$ cat config.mk
export PLATFORM = sky130hd
export DESIGN_NAME = bme280_sequencer_flat
export DESIGN_NICKNAME = d
export VERILOG_FILES = /design/src/rtl/bme280_sequencer_if.sv /design/src/rtl/bme280_sequencer.sv /design/src/flat_wrapper.sv
export SDC_FILE = /design/constraint.sdc
export NUM_CORES = 1
export LEC_CHECK = 0
export CAP_MARGIN = 10
export CORE_AREA = 2 2 152 154
export DETAILED_ROUTE_END_ITERATION = 8
export DIE_AREA = 0 0 154 156
export PLACE_DENSITY = 0.55
export SETUP_SLACK_MARGIN = 0.02
export SYNTH_ARGS = -nofsm -noshare
export SYNTH_HDL_FRONTEND = slang
export SYNTH_SLANG_ARGS = --single-unit
$ cat constraint.sdc
create_clock -name clk -period 7.6 [get_ports clk]
set_input_delay 1.52 -clock clk [delete_from_list [all_inputs] [get_ports clk]]
set_output_delay 1.52 -clock clk [all_outputs]
set_load 0.02 [all_outputs]
$ cat src/rtl/bme280_sequencer_if.sv
// Wrapper-side link between the BME280 register sequencer and the I2C read wrapper.
// The sequencer selects a register, pulses en, and later samples the read result on data.
interface bme280_sequencer_if;
  logic       en;
  logic [3:0] register_selector;
  logic [7:0] data;

  modport master (output en, output register_selector, input data);
  modport slave  (input en, input register_selector, output data);
endinterface

$ cat src/rtl/bme280_sequencer.sv
// Sweeps BME280 registers FIRST_REG..LAST_REG through an I2C read wrapper and keeps the results
// in a readable bank. Sweeps can run once or repeat after an idle interval.
module bme280_sequencer #(
  parameter int         SETUP_CYCLES    = 5,
  parameter int         EN_CYCLES       = 5,
  parameter int         WAIT_CYCLES     = 150,
  parameter int         INTERVAL_CYCLES = 1000,
  parameter logic [3:0] FIRST_REG       = 4'd0,
  parameter logic [3:0] LAST_REG        = 4'd15
) (
  input  logic                      clk,
  input  logic                      rst,
  input  logic                      start,
  input  logic                      stop,
  input  logic                      continuous,
  bme280_sequencer_if.master        wrapper,
  input  logic [3:0]                rd_addr,
  output logic [7:0]                rd_data,
  output logic                      rd_valid,
  output logic                      busy,
  output logic                      sweep_done,
  output logic [7:0]                sweep_count
);

  localparam int MAX_AB  = (SETUP_CYCLES > EN_CYCLES) ? SETUP_CYCLES : EN_CYCLES;
  localparam int MAX_CD  = (WAIT_CYCLES > INTERVAL_CYCLES) ? WAIT_CYCLES : INTERVAL_CYCLES;
  localparam int MAX_CYC = (MAX_AB > MAX_CD) ? MAX_AB : MAX_CD;
  localparam int CNT_W   = (MAX_CYC > 1) ? $clog2(MAX_CYC) : 1;

  localparam logic [CNT_W-1:0] SETUP_LD    = CNT_W'(SETUP_CYCLES - 1);
  localparam logic [CNT_W-1:0] EN_LD       = CNT_W'(EN_CYCLES - 1);
  localparam logic [CNT_W-1:0] WAIT_LD     = CNT_W'(WAIT_CYCLES - 1);
  localparam logic [CNT_W-1:0] INTERVAL_LD = CNT_W'(INTERVAL_CYCLES - 1);
  localparam logic [CNT_W-1:0] CNT_ONE     = CNT_W'(1);

  typedef enum logic [2:0] {
    IDLE,
    SELECT,
    PULSE,
    WAIT,
    CAPTURE,
    DONE,
    INTERVAL
  } state_t;

  logic [1:0]       r_rstSync;
  logic             w_rstN;
  state_t           r_state;
  logic [3:0]       r_sel;
  logic [CNT_W-1:0] r_cnt;
  logic             r_en;
  logic             r_busy;
  logic             r_sweepDone;
  logic [7:0]       r_sweepCount;
  logic [7:0]       r_bank [16];
  logic [15:0]      r_valid;

  // Reset asserts immediately but releases only on a clock edge, so the FSM never sees a runt release.
  always_ff @(posedge clk or negedge rst) begin
    if (!rst) begin
      r_rstSync <= 2'b00;
    end else begin
      r_rstSync <= {r_rstSync[0], 1'b1};
    end
  end

  assign w_rstN = r_rstSync[1];

  always_ff @(posedge clk or negedge w_rstN) begin
    if (!w_rstN) begin
      r_state      <= IDLE;
      r_sel        <= FIRST_REG;
      r_cnt        <= '0;
      r_en         <= 1'b0;
      r_busy       <= 1'b0;
      r_sweepDone  <= 1'b0;
      r_sweepCount <= 8'h00;
      r_valid      <= 16'h0000;
      for (int i = 0; i < 16; i++) begin
        r_bank[i] <= 8'h00;
      end
    end else begin
      r_sweepDone <= 1'b0;
      if (stop) begin
        // Abort keeps the bank and sel; only the next start reloads FIRST_REG.
        r_state <= IDLE;
        r_en    <= 1'b0;
        r_busy  <= 1'b0;
      end else begin
        case (r_state)
          IDLE: begin
            if (start) begin
              r_sel   <= FIRST_REG;
              r_cnt   <= SETUP_LD;
              r_state <= SELECT;
              r_busy  <= 1'b1;
            end
          end
          SELECT: begin
            if (r_cnt == '0) begin
              r_cnt   <= EN_LD;
              r_en    <= 1'b1;
              r_state <= PULSE;
            end else begin
              r_cnt <= r_cnt - CNT_ONE;
            end
          end
          PULSE: begin
            if (r_cnt == '0) begin
              r_cnt   <= WAIT_LD;
              r_en    <= 1'b0;
              r_state <= WAIT;
            end else begin
              r_cnt <= r_cnt - CNT_ONE;
            end
          end
          WAIT: begin
            if (r_cnt == '0) begin
              r_state <= CAPTURE;
            end else begin
              r_cnt <= r_cnt - CNT_ONE;
            end
          end
          CAPTURE: begin
            r_bank[r_sel]  <= wrapper.data;
            r_valid[r_sel] <= 1'b1;
            if (r_sel == LAST_REG) begin
              r_sweepDone  <= 1'b1;
              r_sweepCount <= r_sweepCount + 8'd1;
              r_state      <= DONE;
            end else begin
              r_sel   <= r_sel + 4'd1;
              r_cnt   <= SETUP_LD;
              r_state <= SELECT;
            end
          end
          DONE: begin
            if (continuous) begin
              r_cnt   <= INTERVAL_LD;
              r_state <= INTERVAL;
            end else begin
              r_busy  <= 1'b0;
              r_state <= IDLE;
            end
          end
          INTERVAL: begin
            if (!continuous) begin
              r_busy  <= 1'b0;
              r_state <= IDLE;
            end else if (r_cnt == '0) begin
              r_sel   <= FIRST_REG;
              r_cnt   <= SETUP_LD;
              r_state <= SELECT;
            end else begin
              r_cnt <= r_cnt - CNT_ONE;
            end
          end
          default: begin
            r_en    <= 1'b0;
            r_busy  <= 1'b0;
            r_state <= IDLE;
          end
        endcase
      end
    end
  end

  assign wrapper.en                = r_en;
  assign wrapper.register_selector = r_sel;
  assign rd_data                   = r_bank[rd_addr];
  assign rd_valid                  = r_valid[rd_addr];
  assign busy                      = r_busy;
  assign sweep_done                = r_sweepDone;
  assign sweep_count               = r_sweepCount;

endmodule

$ cat src/flat_wrapper.sv
// flat-port wrapper written by rule: the top's interface ports become plain ports
module bme280_sequencer_flat 
#(
  parameter int         SETUP_CYCLES    = 5,
  parameter int         EN_CYCLES       = 5,
  parameter int         WAIT_CYCLES     = 150,
  parameter int         INTERVAL_CYCLES = 1000,
  parameter logic [3:0] FIRST_REG       = 4'd0,
  parameter logic [3:0] LAST_REG        = 4'd15
)
  (clk, rst, start, stop, continuous, rd_addr, rd_data, rd_valid, busy, sweep_done, sweep_count, wrapper_en, wrapper_register_selector, wrapper_data);
  bme280_sequencer_if wrapper_i ();
  input  logic clk;
  input  logic rst;
  input  logic start;
  input  logic stop;
  input  logic continuous;
  input  logic [3:0] rd_addr;
  output logic [7:0] rd_data;
  output logic rd_valid;
  output logic busy;
  output logic sweep_done;
  output logic [7:0] sweep_count;
  output wire logic [$bits(wrapper_i.en)-1:0] wrapper_en;
  output wire logic [$bits(wrapper_i.register_selector)-1:0] wrapper_register_selector;
  input wire logic [$bits(wrapper_i.data)-1:0] wrapper_data;
  assign wrapper_en = wrapper_i.en;
  assign wrapper_register_selector = wrapper_i.register_selector;
  assign wrapper_i.data = wrapper_data;
  bme280_sequencer #(.SETUP_CYCLES(SETUP_CYCLES), .EN_CYCLES(EN_CYCLES), .WAIT_CYCLES(WAIT_CYCLES), .INTERVAL_CYCLES(INTERVAL_CYCLES), .FIRST_REG(FIRST_REG), .LAST_REG(LAST_REG)) u_core (.clk(clk), .rst(rst), .start(start), .stop(stop), .continuous(continuous), .wrapper(wrapper_i), .rd_addr(rd_addr), .rd_data(rd_data), .rd_valid(rd_valid), .busy(busy), .sweep_done(sweep_done), .sweep_count(sweep_count));
endmodule
==> metrics.cfg, run 1 <==
[outcome]
outcome=finished clean

[floorplan]
chip_area_um2=24000
dieWidth_um=154
pin_count=41
fp_util_pct=37.4
core_area_um2=22400
row_count=55

[worst_setup_path]
reg2reg_slack_ns=4.74
crit_buf_inv=3
slowest_stage=buf_2
critical_path.cell_chain=buf_2, buf_4, mux4_2, mux4_2, clkdlybuf4s50_1
arrival_ns=4.27
path_common_cell=mux4_2
path_class=in2out
cp_top_family=buffers and inverters
path_max_fanout=27

[clock_tree]
postCtsSetupBuffers=0
cts_resized=0
cts_tree=yes
cts_buffer_depth=2

[synthesis]
avgSynthCellArea_um2=14.1
synth_nets=616
async_flop_share_pct=100
ys_cells=592
synth.distinct_cells=63
synth-main-ff-cell=dfrtp_1
edf_count=0
ys_ff=174

[finish]
seq_area_um2=4360
num-multi-input-gates=364
drive_gt1_share_pct=38.1
nFillCells=1981
buffers=44
n_antenna_cell=0
clock_area_share_pct=6.06
reg_top3=u_core.r_bank: 128 flops, u_core.r_valid: 16 flops, u_core.r_cnt: 10 flops
finalNetCount=638
final-comb-area_um2=3760
area_growth_syn_to_layout_pct=14.0
dominant_cells=registers
sh_comb_area_pct=39.5
layout.cells.most_common=dfrtp_1

[power_and_ir_drop]
intPower_mw=1.56
total_power_mw=2.15
p_per_area_nw_per_um2=226
pg_comb_mw=0.299
clk-power_mw=0.860
p_sw_share_pct=27.4
power_leader=registers
power_frac_clock_pct=39.9
leakage_nw=4.41
p_seq_mw=0.994

[routing]
vias=5069
routedWlPerCell_um=21.0
highest_layer=met4
routed-wl-met3_um=630
ant_nets=0
drt-vias-per-instance=5.56
m1WireLength_um=8640
routed_wl_um=19200

[global_route]
gr-usage-met1_pct=21.9
grt_max_degree=74
antenna_found_initial=0
grt_use_met2_pct=28.7
grt_pass1_wl_um=30600
grt-ovfl-total=0
grt_pass1_vias=5294
grtUsageMet3_pct=3.42

[placement]
numPortBuffers=40
dp_hpwl_um=12000
place.gp.congestion=0.811

[timing]
finalHoldViolations=0
tightest_slew_ns=1.19
min_period_ns=5.79
maxSlewViolCount=0
max_freq_mhz=173
slew_headroom_pct=20.9
setup_viol=0
finalSetupTns_ns=0

[min_path]
hp-class=reg2async

[job]
openroad.warnings=30
cap_violations=0

## run 1: stage by stage
| step | utilization (%) | cell area (um^2) | setup WS, ns | instances |
|---|---|---|---|---|
| floorplan | - | 8360 | 2.39 | 592 |
| global placement | 40.0 | 8950 | 1.76 | 880 |
| detailed placement | 40.0 | 8950 | 1.72 | 880 |
| CTS | 42.6 | 9530 | 1.72 | 912 |
| global route | 42.6 | 9530 | 1.55 | 912 |
| finish | 42.6 | 9530 | 1.81 | 912 |
## run 1: kinds of logic after synthesis
| group | Yosys count | share of synthesized area [%] |
|---|---|---|
| other cells | 1 | 0.0449 |
| xor+xnor | 7 | 0.734 |
| fa+ha+maj | 7 | 1.05 |
| compound gates | 70 | 6.05 |
| simple gates | 103 | 7.43 |
| flops | 174 | 52.1 |
| mux | 176 | 29.7 |
| buf+inv | 54 | 2.84 |
## run 1: final timing paths
path                                       endpoint  cells past startpoint                start
worst max-delay path                     rd_data[6]                      5           rd_addr[0]
min in group clk                u_core.r_rstSync[1]                      0  u_core.r_rstSync[0]
max in group asynchronous         u_core.r_bank[90]                      2  u_core.r_rstSync[1]
worst min register to register    u_core.sweep_done                      0  u_core.r_rstSync[1]
worst min-delay path              u_core.sweep_done                      0  u_core.r_rstSync[1]
worst max register to register      u_core.r_cnt[5]                      4    u_core.r_state[2]
## run 1: worst register-to-register path: stages (launching register included)
cell	delay, ns
dfrtp_1	0.74
or3b_1	0.53
o221ai_1	0.94
o21bai_1	0.34
o21ai_0	0.18
## run 1: cell usage after synthesis, drive strengths merged, types with 13 or more instances
library cell	count	area, um^2
dfrtp	174	4350
mux2	129	1450
mux4	45	1010
clkbuf	21	78.8
buf	20	110
nand2	19	91.3
nand2b	16	100
o21ai	16	80.1
a21oi	15	75.1
nand3	14	97.6
nor3	13	81.3
Fig. 1: run 1, the clock network
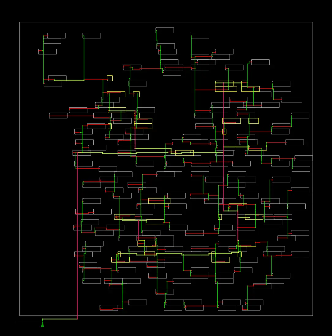
CTS Buf Count: 17
# clk buffers: 21
Seq cells: 174
clock sinks: 174
skew final: 0.0110 ns

Fig. 2: run 1, placement by cell class
Bar = 50 um.
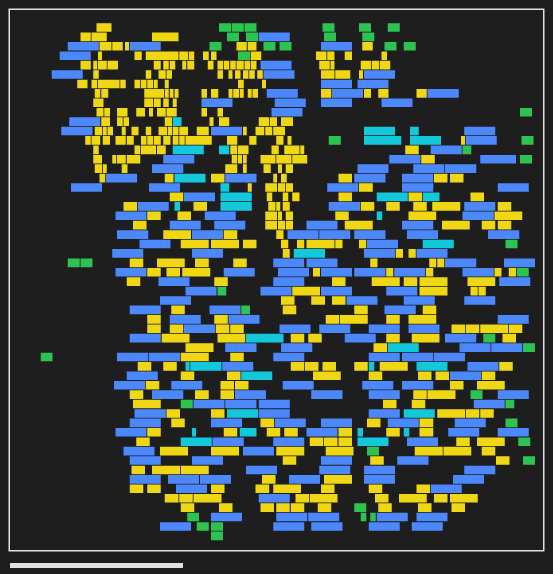
colour	class	cells
green	other buffers and delay cells	44
yellow	all other logic	377
blue	flip-flops	174
cyan	clock drivers and dummy loads	32

Fig. 3: run 1, the metal 1 layer
Supply wires on this layer in grey. Cells faint in the background.
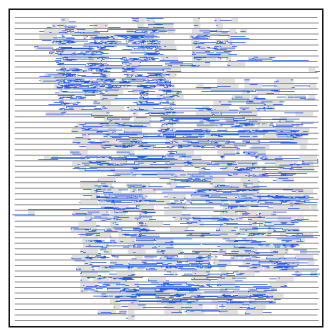
nets with wire on the layer	590
share of all routed wire	45%
longest straight run	59.3 um

Fig. 4: run 1, clock distribution
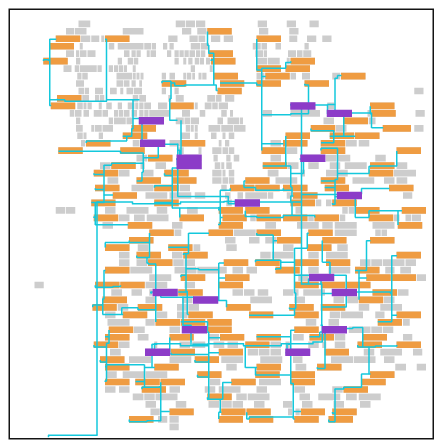
[orange] flip-flops | count: 174
[purple] cells driving clock nets | count: 17
[cyan] clock wires | length: 2,200 um
flops lie	spread over the die
routed clock nets	18

==> run 2: changes to the inputs <==
==> constraint.sdc (replaced) <==
create_clock -name clk -period 5.9 [get_ports clk]
set_input_delay 1.18 -clock clk [delete_from_list [all_inputs] [get_ports clk]]
set_output_delay 1.18 -clock clk [all_outputs]
set_load 0.02 [all_outputs]
==> run 2 against run 1 <==
Against the previous run:
- power rose by 32%
- final cell count unchanged
- area after synthesis unchanged
- sequential power is 29% higher
- flip-flop count is the same
- sequential share of layout area decreased by 0.25 points
- critical path depth unchanged
- clock-buffer cell count increased by 1
- global-route usage barely moved
- die area did not move
- wire length about the same
==> metrics.cfg, run 2 <==
[timing]
slew_headroom_pct=19.6
maxSlewViolCount=0
setup_slack_ns=1.19
tightest_slew_ns=1.21
min_period_ns=4.71
max_freq_mhz=212
finalHoldViolations=0
setup_viol=0
finalSetupTns_ns=0

[placement]
dp_cells=880
numPortBuffers=40
place.gp.congestion=0.780
dp_hpwl_um=12300

[synthesis]
yosys.area_share.adder_pct=1.05
top_cell_area_share_pct=52.1
xor_share_pct=0.734
synth.most_common_cell=dfrtp_1
ys_ff=174
synth.distinct_cells=63
mux_area_share_pct=29.7
area_leaders=dfrtp_1 (52%), mux2_2 (17%), mux4_2 (12%)
synth_compound_gate_area_share_pct=6.05
yosys.area_share.simple_pct=7.43
synth-main-ff-cell=dfrtp_1
async_flop_share_pct=100
ys_cells=592
ys_top_cells_by_count=dfrtp_1 (174), mux2_2 (129), mux4_2 (45), clkbuf_1 (21)
avgSynthCellArea_um2=14.1
top_logic_kind=multiplexers

[finish]
nFillCells=1972
area_growth_syn_to_layout_pct=14.6
fin_cells=912
lay_top_cells=dfrtp_1 (173), mux2_2 (129), mux4_2 (45)
layout.cells.most_common=dfrtp_1
final-comb-area_um2=3760
seq_area_um2=4360
drive_gt1_share_pct=37.8
reg_top3=u_core.r_bank: 128 flops, u_core.r_valid: 16 flops, u_core.r_cnt: 10 flops
final_core_util_pct=42.8
n_antenna_cell=0
finalNetCount=638

[outcome]
outcome=finished clean

[clock_tree]
postCtsSetupBuffers=0
clock-sinks=174
cts_buffer_depth=2
clk_pin_slew_ns=0.06
numCtsBuffers=17
cts_resized=0

[worst_setup_path]
reg2reg_slack_ns=3.08
slowest_stage=clkdlybuf4s50_1
path_max_fanout=20
path_common_cell=mux4_2
path_class=in2out
critical_path.cell_chain=buf_2, buf_12, mux4_2, mux4_2, clkdlybuf4s50_1
crit-reg2reg-launch=u_core.r_state[2]
arrival_ns=3.53
regToRegEndpoint=u_core.r_cnt[5]

[min_path]
whs_endpoint=u_core.r_rstSync[1]
holdPathStages=0
hp-class=reg2reg

[floorplan]
fp_util_pct=37.4
pin_count=41
dieWidth_um=154
row_count=55
core_area_um2=22400

[job]
cap_violations=0
openroad.warnings=30

[global_route]
grt_max_degree=65
grt_pass1_vias=5428
antenna_found_initial=0
grt_pass1_wl_um=30900

[power_and_ir_drop]
p_sw_share_pct=26.4
pg_comb_mw=0.379
p_seq_mw=1.28
power_leader=registers
intPower_mw=2.09
total_power_mw=2.84
leakage_nw=4.43

[routing]
routed_wl_um=19200
vias=5119
drt-vias-per-instance=5.61
ant_nets=0
routedWlPerCell_um=21.0

==> run 2: cell count changes in the layout (fill, tap and decap cells not counted), sizes merged <==
cell      delta
bufinv       +2
clkbuf       +1
clkinvlp     -1
clkinv       -2
==> run 2: critical path, delay by kind of cell <==
family / cells / cell delay (ns)
buffers and inverters: 3 / 1.32
muxes: 2 / 1.01
==> run 2: worst max-delay path by stage <==
stage,start,endpoint,slack [ns],depth (start not counted)
after floorplan,u_core.r_rstSync[1],u_core.busy,0.69,0
after global placement,rd_addr[0],rd_data[7],1.16,5
after detailed placement,rd_addr[0],rd_data[3],1.13,5
after CTS,rd_addr[0],rd_data[3],1.13,5
after global routing,rd_addr[0],rd_valid,1.05,5
final,rd_addr[0],rd_data[3],1.19,5
==> run 2: layout make-up <==
cell class	count	share of cell area (%)
inverters	13	0.509
repair buffers	44	4.52
well taps	285	3.72
clock inverters	10	1.70
flip-flops and latches	174	45.5
multi-input cells	364	39.3
clock buffers	22	4.74
==> run 2: cell families after synthesis <==
family / count (synthesis)
other: 1
xor gates and xnor gates: 7
DFF: 174
adders and majority gates: 7
muxes: 176
buffers and inverters: 54
AOI/OAI and AO/OA: 70
and+or+nand+nor: 103
==> run 2: layer usage <==
| layer | GRT usage [%] | vias up | wire [um] | share of wire [%] |
|---|---|---|---|---|
| met5 | 0 | - | 0 | 0 |
| met4 | 4.14 | 0 | 151 | 0.79 |
| met3 | 3.83 | 11 | 665 | 3.5 |
| met2 | 29.4 | 103 | 9930 | 52 |
| met1 | 21.0 | 2745 | 8430 | 44 |
| li1 | - | 2260 | - | - |
Fig. 5: run 2, the metal 1 layer
Supply wires on this layer in grey. Cells faint in the background.
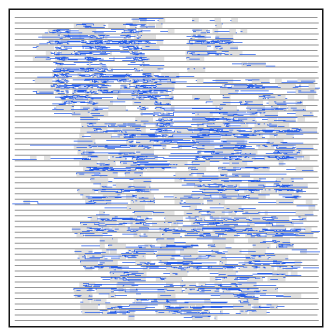
main direction	horizontal
longest straight run	53.8 um

Fig. 6: run 2, clock distribution
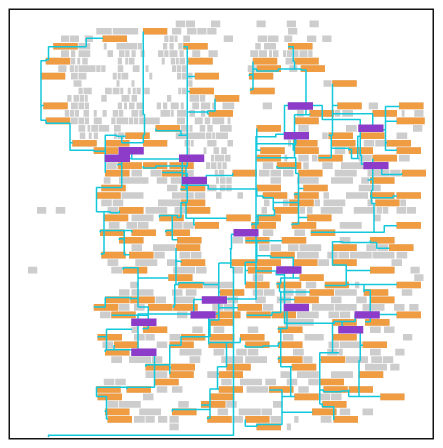
[purple] cells driving clock nets | count: 17
[orange] flip-flops | count: 174
[cyan] clock wires | length: 2,150 um
flops lie	spread over the die

Fig. 7: run 2, the clock network
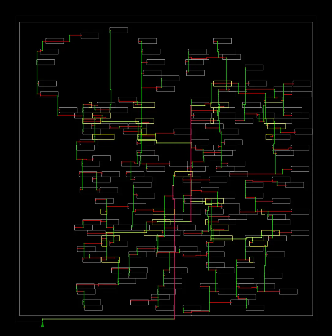
skew final: 0.00632 ns
# clk buffers: 22
Skew-Pair Late Insertion Delay: 0.42 ns

No activity file was given, so power comes from the tool's default toggle rates.
